`config.mk`:
```
export PLATFORM = sky130hd
export DESIGN_NAME = adapter_16_to_32
export DESIGN_NICKNAME = d
export VERILOG_FILES = /design/src/rtl/adapter_16_to_32.sv
export SDC_FILE = /design/constraint.sdc
export NUM_CORES = 1
export LEC_CHECK = 0
export CAP_MARGIN = 20
export CORE_MARGIN = 2
export CORE_UTILIZATION = 60
export DETAILED_ROUTE_END_ITERATION = 7
export DONT_BUFFER_PORTS = 1
export PLACE_DENSITY = 0.86
export SYNTH_ARGS = -nofsm -noshare
export SYNTH_HDL_FRONTEND = slang
export SYNTH_SLANG_ARGS = --single-unit
```
`constraint.sdc`:
```
create_clock -name clk -period 4.92 [get_ports clk]
set_input_delay 0.492 -clock clk [delete_from_list [all_inputs] [get_ports clk]]
set_output_delay 0.492 -clock clk [all_outputs]
set_load 0.1 [all_outputs]
```
`src/rtl/adapter_16_to_32.sv`:
```
// adapter_16_to_32: reassembles a strobed 16-bit half-word stream into 32-bit words.
// Each word arrives high half first, low half on a later strobe. A high half left
// waiting longer than MAX_GAP idle cycles is discarded and counted as an error.
//
// Ports:
//   clk         rising-edge clock
//   rst         asynchronous active-high reset
//   stream_16   half-word data, sampled when num_16_rdy = 1
//   num_16_rdy  half-word strobe
//   err_clr     synchronous clear of err_cnt
//   stream_32   last assembled word {high, low}
//   num_32_rdy  one-cycle pulse: stream_32 is new this cycle
//   drop        one-cycle pulse: a held high half was discarded
//   word_cnt    words delivered, wraps
//   err_cnt     discarded halves, saturates at all-ones
module adapter_16_to_32 #(
  parameter int unsigned MAX_GAP = 0,
  parameter int unsigned GAP_W   = 4,
  parameter int unsigned CNT_W   = 16,
  parameter int unsigned ERR_W   = 8
) (
  input  logic             clk,
  input  logic             rst,
  input  logic [15:0]      stream_16,
  input  logic             num_16_rdy,
  input  logic             err_clr,
  output logic [31:0]      stream_32,
  output logic             num_32_rdy,
  output logic             drop,
  output logic [CNT_W-1:0] word_cnt,
  output logic [ERR_W-1:0] err_cnt
);

  localparam logic [GAP_W-1:0] MaxGap = GAP_W'(MAX_GAP);
  localparam logic [ERR_W-1:0] ErrMax = '1;

  typedef enum logic [0:0] {StIdle, StHigh} state_e;

  state_e           state_q, state_d;
  logic [15:0]      hold_q, hold_d;
  logic [GAP_W-1:0] gap_q, gap_d;
  logic [31:0]      stream_32_q, stream_32_d;
  logic             rdy_q, rdy_d;
  logic             drop_q, drop_d;
  logic [CNT_W-1:0] word_cnt_q, word_cnt_d;
  logic [ERR_W-1:0] err_cnt_q, err_cnt_d;
  logic [ERR_W-1:0] err_base;
  logic             complete;
  logic             timeout;

  // Pairing FSM
  always_comb begin
    state_d  = state_q;
    hold_d   = hold_q;
    gap_d    = gap_q;
    complete = 1'b0;
    timeout  = 1'b0;
    unique case (state_q)
      StIdle: begin
        if (num_16_rdy) begin
          hold_d  = stream_16;
          gap_d   = '0;
          state_d = StHigh;
        end
      end
      StHigh: begin
        // A strobe always completes the pair, even on the last allowed gap cycle.
        if (num_16_rdy) begin
          complete = 1'b1;
          state_d  = StIdle;
        end else if (gap_q >= MaxGap) begin
          timeout = 1'b1;
          state_d = StIdle;
        end else begin
          gap_d = gap_q + GAP_W'(1);
        end
      end
      default: state_d = StIdle;
    endcase
  end

  // Registered outputs and counters
  always_comb begin
    stream_32_d = stream_32_q;
    word_cnt_d  = word_cnt_q;
    rdy_d       = complete;
    drop_d      = timeout;
    if (complete) begin
      stream_32_d = {hold_q, stream_16};
      word_cnt_d  = word_cnt_q + CNT_W'(1);
    end
    // Clear takes effect first, so a coincident timeout leaves a count of one.
    err_base  = err_clr ? '0 : err_cnt_q;
    err_cnt_d = err_base;
    if (timeout && (err_base != ErrMax)) begin
      err_cnt_d = err_base + ERR_W'(1);
    end
  end

  always_ff @(posedge clk or posedge rst) begin
    if (rst) begin
      state_q     <= StIdle;
      hold_q      <= '0;
      gap_q       <= '0;
      stream_32_q <= '0;
      rdy_q       <= 1'b0;
      drop_q      <= 1'b0;
      word_cnt_q  <= '0;
      err_cnt_q   <= '0;
    end else begin
      state_q     <= state_d;
      hold_q      <= hold_d;
      gap_q       <= gap_d;
      stream_32_q <= stream_32_d;
      rdy_q       <= rdy_d;
      drop_q      <= drop_d;
      word_cnt_q  <= word_cnt_d;
      err_cnt_q   <= err_cnt_d;
    end
  end

  assign stream_32  = stream_32_q;
  assign num_32_rdy = rdy_q;
  assign drop       = drop_q;
  assign word_cnt   = word_cnt_q;
  assign err_cnt    = err_cnt_q;

endmodule
```
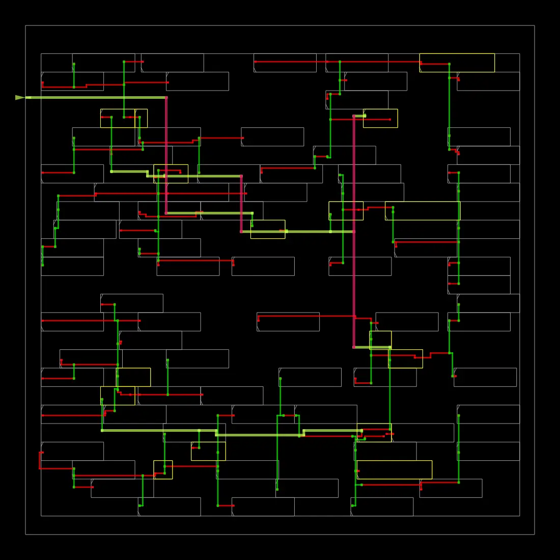
*Clock wiring as the flow saved it, run 1*
power in the clock group: 0.000576 W
flop count: 75

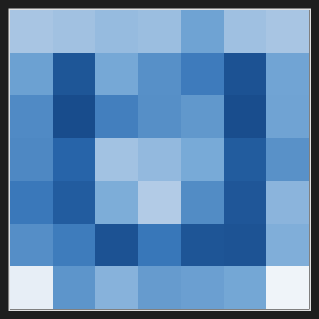
*Local utilization, run 1*
Drawn at 4 px/um. 7 x 7 tiles, from white (low) to dark blue (high), 0 to 100% covered.
- fullest tile: 89%
- tiles over 75% full: 22%
- mean over tiles: 58%

==> GITHUB_STEP_SUMMARY, run 1 <==
### Metrics collected by this job

| Metric | Value |
|---|---|
| Metal2 WL | `2850 um` |
| Routability Congestion | `0.760` |
| Num tapcells | `67` |
| Vias per inst | `5.52` |
| Most instantiated library cell after synthesis | `nand2_1` |
| Final WS setup | `2.63 ns` |
| Unique cell types | `36` |
| Clk sinks | `75` |
| Ys Warns | `0` |
| Syn Std Cell Area | `0.00301 mm2` |
| Initial antenna violation count | `0` |
| Area leader, netlist | `dfrtp_1` |
| Min Tclk post-route | `2.29 ns` |
| Initial detailed-routing violation count | `60` |
| Yosys aoi share | `2.45%` |
| CP required | `5.10 ns` |
| Final instance area | `0.00334 mm2` |
| Setup crit end kind | `register` |
| Final non-clock buffer share | `1.05%` |
| Status | `finished, final reports clean` |
| Clk_skew | `0.00626 ns` |
| CP Buf/Inv Count | `0` |
| Ys async rst share | `100%` |
| Placed Cells incl. Taps | `332` |
| RSZ-0062 raised after global routing | `false` |
| Worst hold path class | `input pin to async pin` |
| Gate count of the mapped netlist | `273` |
| Biggest consumer | `sequential cells` |
| Buffers outside the clock class | `2` |
| Total power | `0.00202 W` |
| Total negative setup slack | `0 ns` |
| Cycle use final | `46.6%` |
| Initial Utilization | `63.0%` |
| Yosys stat chip area | `0.00301 mm2` |
| Vias | `1925` |
| Setup violators final | `0` |
| Number of flops mapped to enable cells by yosys | `0` |
| Final clock-cell share | `7.46%` |
| Leading cell kind | `registers` |
| Power share of the clock group | `28.6%` |
| Largest register FFs | `32` |
| WL met1 | `2310 um` |
| Reg2reg path depth | `4` |
| Slew margin rel. | `28.1%` |
| Comb area | `0.00107 mm2` |
| Final hold violation count | `0` |
| Vias in the first global route | `1936` |
| H-Tree Depth | `3` |
| DP HPWL | `3720 um` |
| Row count | `25` |
| LEAKAGE | `1.65 nW` |
| Flop pwr share | `64.6%` |
| First-pass GRT wire length | `8960 um` |
| Syn_nets | `294` |
| Number of port buffers | `0` |
| Critical R2R Launch | `word_cnt[3]$_DFFE_PP0P_` |
| Yosys top cell area share | `62.3%` |
| Crit path launch type | `register` |
| Slowest CP cell | `dfrtp_1` |
| Worst-path clk slew | `0.07 ns` |
| Post-route insts no fill | `349` |
| Syn avg cell area | `11.0 um2` |
| Sw frac | `45.1%` |
| Multi-input combinational area share | `32.1%` |
| Yosys cell count | `273` |
| Fraction of area in registers | `56.2%` |
| Final net count | `298` |
| Crit path DAT | `2.48 ns` |
| Clk ins delay skew pair | `0.34 ns` |
| Simple share | `21.8%` |
| Post CTS Setup Buffer Count | `0` |
| Seq share, synth | `62.3%` |
| WP depth | `4` |
| R2R Setup Slk | `2.63 ns` |
| Mux area share | `5.98%` |
| Antenna diodes | `0` |
| Hold WS | `0.162 ns` |
| CTS resizes | `0` |
| Final Max Tran Viols | `0` |
| Area Overhead vs Synth | `10.8%` |
| DRC | `0` |
| Maximum vdd drop | `0.386 mV` |
| Max frequency | `436 MHz` |
| Chip width | `74.9 um` |
| Ports | `78` |
| Critical-path cell list | `nand3_1, nor2_1, nand4_1, xnor2_1` |
| WS Path Type | `register to register` |
| Post-synth area hogs | `dfrtp_1 62%, nand2_1 13%, mux2_2 6.0%, xnor2_1 3.8%, nand3_1 1.3%` |
| FF+latch area | `0.00188 mm2` |
| Comb group | `0.000137 W` |
| Pwr Density | `604 mW/mm2` |
| Max incr delay on CP | `1.00 ns` |
| DRT antenna net count | `0` |
| CP max FO | `5` |
| Layout cells sized above 1 | `17.0%` |
| Most numerous logic cell after layout | `nand2_1` |
| Grt met3 use | `9.64%` |
| Maximum number of pins on one net before global-route repair | `40` |
| Met2 usage | `33.9%` |
| Xor/xnor share | `4.90%` |
| Post-CTS Hold Buffers | `0` |
| Int Power | `0.00111 W` |
| Clock tree buffer depth | `2` |
| Primary FF master, synth | `dfrtp_1` |
| Most frequently placed logic cells in the final layout | `102 x nand2_1, 75 x dfrtp_1, 16 x mux2_2, 13 x xnor2_1, 10 x clkbuf_8` |
| Clock root cell | `clkbuf_8` |
| Highest metal used | `met4` |
| Gate power share | `6.8%` |
| Clock buffer cells | `10` |
| Inverter count | `6` |
| Met3 WL | `482 um` |
| CTS buffer count | `9` |
| Post-Synth Adder-Cell Area | `0.415%` |
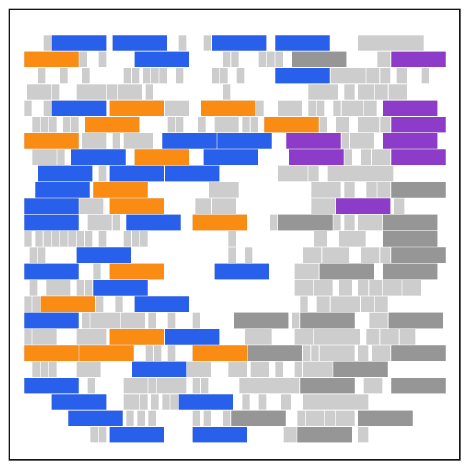
*Sequential cells grouped by signal name, run 1*
Drawn at 6 px/um. Other sequential cells in the stronger gray, the rest of the logic in the fainter gray.
- purple: `err_cnt` (sequential cells 8)
- orange: `hold_q` (sequential cells 16)
- blue: `stream_32` (sequential cells 32)

run 1: how the worst min path moves through the flow:
stage	from	to	slack, ns	depth (start not counted)
after floorplan	hold_q[0]$_DFFE_PP0P_	stream_32[16]$_DFFE_PP0P_	0.43	2
after global routing	err_clr	err_cnt[1]$_DFF_PP0_	0.18	1
final	rst	err_cnt[5]$_DFF_PP0_	0.16	1
after detailed placement	hold_q[10]$_DFFE_PP0P_	stream_32[26]$_DFFE_PP0P_	0.45	2
after global placement	hold_q[2]$_DFFE_PP0P_	stream_32[18]$_DFFE_PP0P_	0.44	2
after CTS	rst	err_cnt[5]$_DFF_PP0_	0.18	1
run 1: worst reg2reg max path: stages (launching register included):
cell and delay, ns:
dfrtp_1 1.00, nand3_1 0.37, nor2_1 0.38, nand4_1 0.17, xnor2_1 0.21
### Metal layers overlaid, run 1

Drawn at 6 px/um.
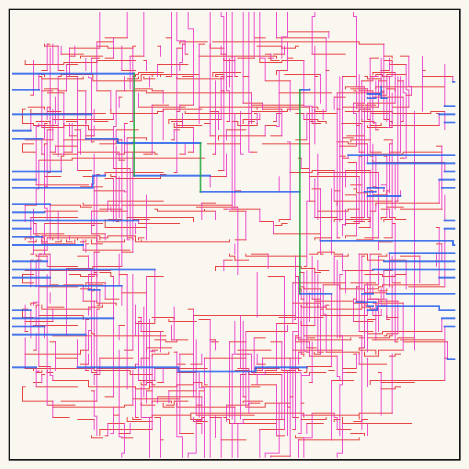

==> run 1 -> run 2 <==
==> constraint.sdc (replaced) <==
create_clock -name clk -period 2.3 [get_ports clk]
set_input_delay 0.23 -clock clk [delete_from_list [all_inputs] [get_ports clk]]
set_output_delay 0.23 -clock clk [all_outputs]
set_load 0.1 [all_outputs]
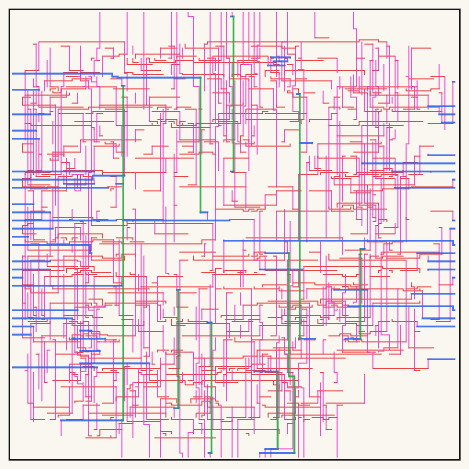
*Metal layers overlaid, run 2*
Drawn at 6 px/um.
- magenta: metal 2 (wire length 3100 um)
- green: metal 4 (wire length 248 um)
- red: metal 1 (wire length 2430 um)
- blue: metal 3 (wire length 474 um)

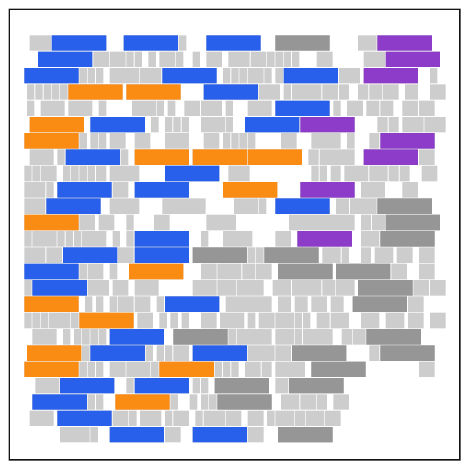
*Sequential cells grouped by signal name, run 2*
Drawn at 6 px/um. Other sequential cells in the stronger gray, the rest of the logic in the fainter gray.
- purple: `err_cnt` (sequential cells 8)
- orange: `hold_q` (sequential cells 16)
- blue: `stream_32` (sequential cells 32)
- not colored: 19

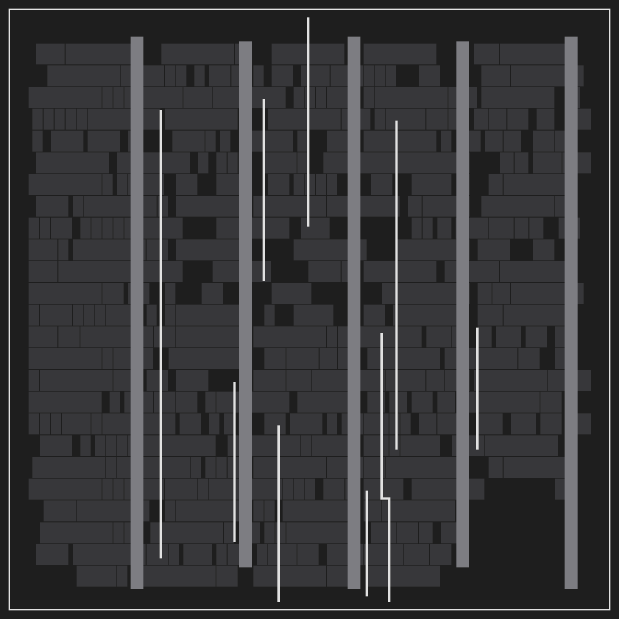
*The metal 4 layer, run 2*
Drawn at 8 px/um. Supply wires on this layer in gray. Cells faint in the background.
- nets with wire on the layer: 8
- main direction: vertical
- wire length on this layer: 248 um
- share of all routed wire: 4.0%
- longest straight run: 55.8 um

==> GITHUB_STEP_SUMMARY, run 2 <==
### Metrics collected by this job

| Metric | Value |
|---|---|
| Row count | `25` |
| DRC | `0` |
| Met3 WL | `473 um` |
| Routability Congestion | `0.784` |
| Area leader, netlist | `dfrtp_1` |
| Crit path launch type | `register` |
| Metal2 WL | `3100 um` |
| Critical R2R Launch | `state_q$_DFF_PP0_` |
| Final Max Tran Viols | `0` |
| Chip width | `74.9 um` |
| Post-CTS Hold Buffers | `15` |
| DP HPWL | `4250 um` |
| Post-synth area hogs | `dfrtp_1 62%, nand2_1 13%, mux2_2 6.0%, xnor2_1 3.8%, nand3_1 1.3%` |
| H-Tree Depth | `3` |
| Hold worst-path end | `stream_32[5]$_DFFE_PP0P_` |
| Clk ins delay skew pair | `0.34 ns` |
| Most frequently placed logic cells in the final layout | `102 x nand2_1, 75 x dfrtp_1, 60 x buf_4, 16 x mux2_2, 15 x dlygate4sd3_1` |
| Maximum number of pins on one net before global-route repair | `40` |
| Comb area | `0.00107 mm2` |
| Yosys top cell area share | `62.3%` |
| Grt met3 use | `7.63%` |
| Inverter count | `6` |
| Highest metal used | `met4` |
| Clk_skew | `0.00838 ns` |
| FF-to-FF End | `word_cnt[12]$_DFFE_PP0P_` |
| Slew margin rel. | `42.5%` |
| FF+latch area | `0.00188 mm2` |
| Flop count | `75` |
| Xor/xnor share | `4.90%` |
| Simple share | `21.8%` |
| Syn_nets | `294` |
| Power share of the clock group | `22.4%` |
| WS Path Type | `register to register` |
| CP required | `2.52 ns` |
| Max frequency | `622 MHz` |
| Yosys aoi share | `2.45%` |
| Layout cells sized above 1 | `28.9%` |
| Crit path DAT | `1.83 ns` |
| Comb group | `0.00175 W` |
| Clock buffer cells | `14` |
| Ys async rst share | `100%` |
| Post-route insts no fill | `423` |
| Met2 usage | `39.4%` |
| Final clock-cell share | `4.86%` |
| Worst-path clk slew | `0.07 ns` |
| Total power | `0.00433 W` |
| Number of port buffers | `0` |
| Sw frac | `45.1%` |
| Status | `finished, final reports clean` |
| Final net count | `372` |
| Post-Synth Adder-Cell Area | `0.415%` |
| Buffers outside the clock class | `76` |
| Initial antenna violation count | `0` |
| Most numerous logic cell after layout | `nand2_1` |
| Seq share, synth | `62.3%` |
| Syn Std Cell Area | `0.00301 mm2` |
| CP max FO | `18` |
| Initial detailed-routing violation count | `121` |
| Setup violators final | `0` |
| Biggest consumer | `combinational cells` |
| Clock root cell | `clkbuf_8` |
| Ports | `78` |
| Int Power | `0.00238 W` |
| Num tapcells | `67` |
| Max cap viols | `0` |
| Unique cell types | `36` |
| WL met1 | `2430 um` |
| RSZ-0062 raised after global routing | `false` |
| Final non-clock buffer share | `16.1%` |
| Vias in the first global route | `2203` |
| Vias per inst | `5.25` |
| Min-delay src | `stream_16[5]` |
| Vias | `2220` |
| Final hold violation count | `0` |
| Total negative setup slack | `0 ns` |
| Area Overhead vs Synth | `28.2%` |
| Pwr Density | `1120 mW/mm2` |
| Maximum vdd drop | `0.911 mV` |
| Post CTS Setup Buffer Count | `0` |
| Reg2reg path depth | `6` |
| Final instance area | `0.00386 mm2` |
| Gate power share | `40.4%` |
| Fraction of area in registers | `48.6%` |
| Ys Warns | `0` |
| Largest register FFs | `32` |
| Gate count of the mapped netlist | `273` |
| Worst hold path class | `input pin to register` |
| DRT antenna net count | `0` |
| Leading cell kind | `registers` |
| Clk sinks | `75` |
| R2R Setup Slk | `0.69 ns` |
| Flop pwr share | `37.2%` |
| Initial Utilization | `63.0%` |
| CTS buffer count | `9` |
| Min Tclk post-route | `1.61 ns` |
| Power in the clock group | `0.000971 W` |
| Setup crit end kind | `register` |
| LEAKAGE | `1.99 nW` |
| Syn avg cell area | `11.0 um2` |
| Placed Cells incl. Taps | `392` |
| Yosys stat chip area | `0.00301 mm2` |
| Yosys cell count | `273` |
| Multi-input combinational area share | `27.7%` |
| Flops after synth | `75` |
| CTS resizes | `0` |
| Primary FF master, synth | `dfrtp_1` |
| Clock tree buffer depth | `2` |
-- run 2: cell counts after synthesis --
Identical to the previous run, type by type.
-- run 2: cell families (layout without fill, tap and decap cells) --
logic type | Yosys count | in the layout
buf+inv | 15 | 98
simple gates | 138 | 138
mux | 16 | 16
compound gates | 12 | 12
xor+xnor | 16 | 16
fa+ha+maj | 1 | 1
flops | 75 | 75
-- run 2: metrics by stage --
step                worst slack (ns)  util [%]  hold WS, ns
floorplan                      0.160         -        0.288
global placement               0.764      73.6        0.290
detailed placement             0.715      73.6        0.294
CTS                            0.705      80.7    0.0000438
global route                   0.608      80.7      0.00137
finish                         0.692      80.7      0.00818
-- run 2: critical path: stages (launching register included) --
cell and delay (ns):
dfrtp_1 0.46, nand2_4 0.18, inv_1 0.11, buf_4 0.21, and3_1 0.22, nand4_1 0.13, xnor2_1 0.16
No activity file was given, so power comes from the tool's default toggle rates.
